Figure 1. Signal wires on met1.
Scale: 4 px per micron. Supply wires on this layer in gray.
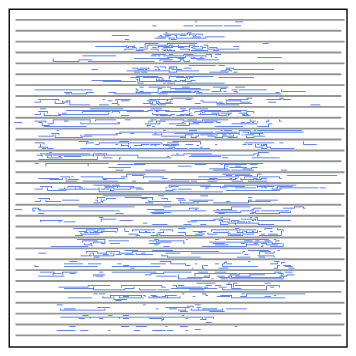
Figure 2. Signal wires on met2.
Scale: 3 px per micron.
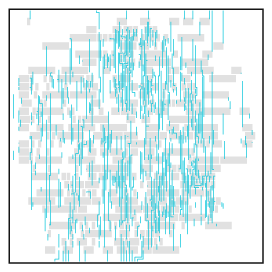
Figure 3. Metal 3.
Scale: 4 px per micron.
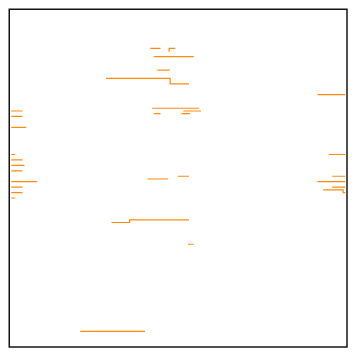
Figure 4. Cell placement.
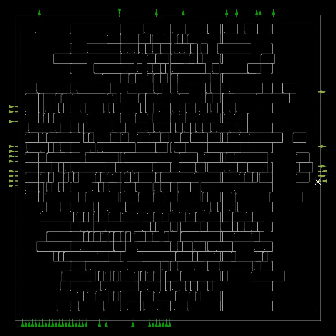
## src/rtl/seq_detect_ctrl.sv

```systemverilog
// seq_detect_ctrl: run controller for the serial pattern detector.
// A run starts in IDLE, searches the qualified bit stream for a latched
// pattern in SEARCH, counts matches, and ends on a target count or abort.
// A single DONE cycle pulses done before returning to IDLE.
//
// Optional build macro: SEQ_DETECT_TIMEOUT_EN. It adds an idle-cycle timeout
// that ends a run with done=1 and timed_out=1.
//
// Ports:
//   clk, rst_n           rising-edge clock, async active-low reset
//   cfg_pattern/len      pattern (bit [len-1] arrives first) and its length
//   cfg_overlap          1 = matches may share bits, 0 = history restarts
//   cfg_target           matches to finish (0 = run until abort)
//   cfg_timeout          idle-cycle limit (timeout build only)
//   start, abort         run control; abort wins over start
//   bit_valid, bit_in    serial input stream
//   busy, done           in-SEARCH flag, completion pulse
//   match_pulse          one pulse per match, aligned with match_count
//   match_count          matches in the current or last run
//   timed_out            last run ended by timeout (held until next start)
module seq_detect_ctrl #(
  parameter int MAX_LEN = 8,
  parameter int CNT_W   = 8,
  parameter int TO_W    = 16
) (
  input  logic               clk,
  input  logic               rst_n,
  input  logic [MAX_LEN-1:0] cfg_pattern,
  input  logic [4:0]         cfg_len,
  input  logic               cfg_overlap,
  input  logic [CNT_W-1:0]   cfg_target,
  input  logic [TO_W-1:0]    cfg_timeout,
  input  logic               start,
  input  logic               abort,
  input  logic               bit_valid,
  input  logic               bit_in,
  output logic               busy,
  output logic               done,
  output logic               match_pulse,
  output logic [CNT_W-1:0]   match_count,
  output logic               timed_out
);

  typedef enum logic [1:0] {S_IDLE, S_SEARCH, S_DONE} state_t;

  localparam logic [4:0] MAX_L = 5'(MAX_LEN);

  state_t             state, state_nxt;
  logic [MAX_LEN-1:0] pat_q, pat_nxt;
  logic [4:0]         len_q, len_nxt;
  logic               ovl_q, ovl_nxt;
  logic [CNT_W-1:0]   tgt_q, tgt_nxt;
  logic [MAX_LEN-1:0] history, hist_nxt;
  logic [4:0]         fill, fill_nxt;
  logic [CNT_W-1:0]   cnt_nxt, cnt_inc;
  logic               pulse_nxt;
  logic [4:0]         len_eff;
  logic [MAX_LEN-1:0] hist_sh, mask;
  logic               hit;

`ifdef SEQ_DETECT_TIMEOUT_EN
  logic [TO_W-1:0] to_q, to_nxt;
  logic [TO_W-1:0] idle_cnt, idle_nxt;
  logic            tout_q, tout_nxt;
`else
  logic unused_timeout;
  assign unused_timeout = ^cfg_timeout;
`endif

  always_comb begin
    // out-of-range lengths are folded into 1..MAX_LEN before latching
    len_eff = (cfg_len == 5'd0) ? 5'd1 : ((cfg_len > MAX_L) ? MAX_L : cfg_len);
    hist_sh = {history[MAX_LEN-2:0], bit_in};
    for (int i = 0; i < MAX_LEN; i++) mask[i] = (i < int'(len_q));
    // fill+1 covers the bit being shifted in this cycle
    hit = bit_valid && (({1'b0, fill} + 6'd1) >= {1'b0, len_q}) &&
          (((hist_sh ^ pat_q) & mask) == '0);
    cnt_inc = (&match_count) ? match_count : match_count + CNT_W'(1);

    state_nxt = state;
    pat_nxt   = pat_q;
    len_nxt   = len_q;
    ovl_nxt   = ovl_q;
    tgt_nxt   = tgt_q;
    hist_nxt  = history;
    fill_nxt  = fill;
    cnt_nxt   = match_count;
    pulse_nxt = 1'b0;
`ifdef SEQ_DETECT_TIMEOUT_EN
    to_nxt    = to_q;
    idle_nxt  = idle_cnt;
    tout_nxt  = tout_q;
`endif

    case (state)
      S_IDLE: begin
        if (start && !abort) begin
          state_nxt = S_SEARCH;
          pat_nxt   = cfg_pattern;
          len_nxt   = len_eff;
          ovl_nxt   = cfg_overlap;
          tgt_nxt   = cfg_target;
          hist_nxt  = '0;
          fill_nxt  = '0;
          cnt_nxt   = '0;
`ifdef SEQ_DETECT_TIMEOUT_EN
          to_nxt    = cfg_timeout;
          idle_nxt  = '0;
          tout_nxt  = 1'b0;
`endif
        end
      end
      S_SEARCH: begin
        if (abort) begin
          // a match coinciding with abort is dropped
          state_nxt = S_IDLE;
        end else begin
          if (bit_valid) begin
            hist_nxt = hist_sh;
            fill_nxt = (fill == MAX_L) ? fill : fill + 5'd1;
          end
          if (hit) begin
            cnt_nxt   = cnt_inc;
            pulse_nxt = 1'b1;
            if (!ovl_q) fill_nxt = '0;
            if ((tgt_q != '0) && (cnt_inc == tgt_q)) state_nxt = S_DONE;
          end
`ifdef SEQ_DETECT_TIMEOUT_EN
          // a match on the expiry cycle wins and restarts the idle count
          if (hit) begin
            idle_nxt = '0;
          end else begin
            idle_nxt = idle_cnt + TO_W'(1);
            if ((to_q != '0) && (idle_nxt == to_q)) begin
              state_nxt = S_DONE;
              tout_nxt  = 1'b1;
            end
          end
`endif
        end
      end
      S_DONE:  state_nxt = S_IDLE;
      default: state_nxt = S_IDLE;
    endcase
  end

  always_ff @(posedge clk or negedge rst_n) begin
    if (!rst_n) begin
      state       <= S_IDLE;
      pat_q       <= '0;
      len_q       <= 5'd1;
      ovl_q       <= 1'b0;
      tgt_q       <= '0;
      history     <= '0;
      fill        <= '0;
      match_count <= '0;
      match_pulse <= 1'b0;
      busy        <= 1'b0;
      done        <= 1'b0;
    end else begin
      state       <= state_nxt;
      pat_q       <= pat_nxt;
      len_q       <= len_nxt;
      ovl_q       <= ovl_nxt;
      tgt_q       <= tgt_nxt;
      history     <= hist_nxt;
      fill        <= fill_nxt;
      match_count <= cnt_nxt;
      match_pulse <= pulse_nxt;
      busy        <= (state_nxt == S_SEARCH);
      done        <= (state_nxt == S_DONE);
    end
  end

`ifdef SEQ_DETECT_TIMEOUT_EN
  always_ff @(posedge clk or negedge rst_n) begin
    if (!rst_n) begin
      to_q     <= '0;
      idle_cnt <= '0;
      tout_q   <= 1'b0;
    end else begin
      to_q     <= to_nxt;
      idle_cnt <= idle_nxt;
      tout_q   <= tout_nxt;
    end
  end
  assign timed_out = tout_q;
`else
  assign timed_out = 1'b0;
`endif

endmodule
```

## config.mk

```make
export PLATFORM = sky130hd
export DESIGN_NAME = seq_detect_ctrl
export DESIGN_NICKNAME = d
export VERILOG_FILES = /design/src/rtl/seq_detect_ctrl.sv
export SDC_FILE = /design/constraint.sdc
export NUM_CORES = 1
export LEC_CHECK = 0
export CORE_UTILIZATION = 40
export DETAILED_ROUTE_END_ITERATION = 6
export HOLD_SLACK_MARGIN = 0.03
export PLACE_DENSITY = 0.72
export SKIP_CTS_REPAIR_TIMING = 1
export SYNTH_ARGS = -nofsm -noshare
export SYNTH_HDL_FRONTEND = slang
export SYNTH_SLANG_ARGS = --single-unit
```

## constraint.sdc

```tcl
create_clock -name clk -period 4.7 [get_ports clk]
set_input_delay 0.47 -clock clk [delete_from_list [all_inputs] [get_ports clk]]
set_output_delay 0.47 -clock clk [all_outputs]
set_load 0.05 [all_outputs]
```

==> results.ini <==
[status]
status = complete, but fails checks
violations = design-rule violations

[yosys]
synth-xor-area-share = 0.0553
ys_types = 51
synthCells = 318
ys_area_sq_mm = 0.00269
mux_share = 0.00372
fp_nets = 370
yosys_register_bits = 47
ff_type = dfrtp_1
common_cells = nand2_1, dfrtp_1, o21ai_0, a21oi_1, nor2_1
synthDominantCellAreaShare = 0.427

[cells_and_area]
area_growth_pct = 19.9
fillerInstances = 614
bufAreaShareNonClock = 0.119
nMultiInputCombCells = 246
clkCellAreaFrac = 0.0364

[power]
p_comb_w = 0.000233
p_comb_frac = 0.224
switching_power_w = 0.000311
power_leader = registers
vdd_drop_max_mv = 0.160
leakage_nw = 1.38

[timing]
fin_tns_setup_ns = 0
rsz0062_at_grt = no
period_used_share = 0.591
max_freq_mhz = 360

[global_route]
grt_pass1_vias = 2160

[clock_network]
clockRootBuffer = clkbuf_8
cts_sinks = 47

[detailed_routing]
drc = 2
met3_length_microns = 159
wire_per_inst_microns = 13.9
dr.pass1.iters = 6

[die]
num_rows = 29
ioPinCount = 56
die_height_microns = 84.1
die_area_sq_mm = 0.00707

[setup_path]
end_kind = register
cp_num_cells = 9
cp_cell_sequence = ha_1, xor2_1, ha_1, o21ai_0, o21a_1, o21ai_0, nand3_4, a21oi_1, a21oi_1
arrival_ns = 2.94
path_buffers = 0
crit_type = reg -> reg
r2r_slack_ns = 1.92

[placement]
pre_cts_ws_ns = 2.01

-- Figure 1 (at the start) --
nets with wire on the layer: 338
main direction: horizontal
longest straight run: 35.4 microns
share of all routed wire: 51%
wire length on this layer: 3010 microns
Final Routed Wirelength: 5.94 mm
GR Util met1: 0.247
vias: 2291

-- Figure 2 (at the start) --
wire length on this layer: 2700 microns
longest straight run: 34.9 microns
main direction: vertical
share of all routed wire: 45%
grt met2 use: 0.288

-- Figure 3 (at the start) --
share of all routed wire: 2.7%
nets with wire on the layer: 27
wire length on this layer: 160 microns
grt met3 use: 0.0267

-- Figure 4 (at the start) --
sequential cell area share: 0.365
Flops: 47
core footprint: 0.00642 sq mm
final cell count without fillers: 426

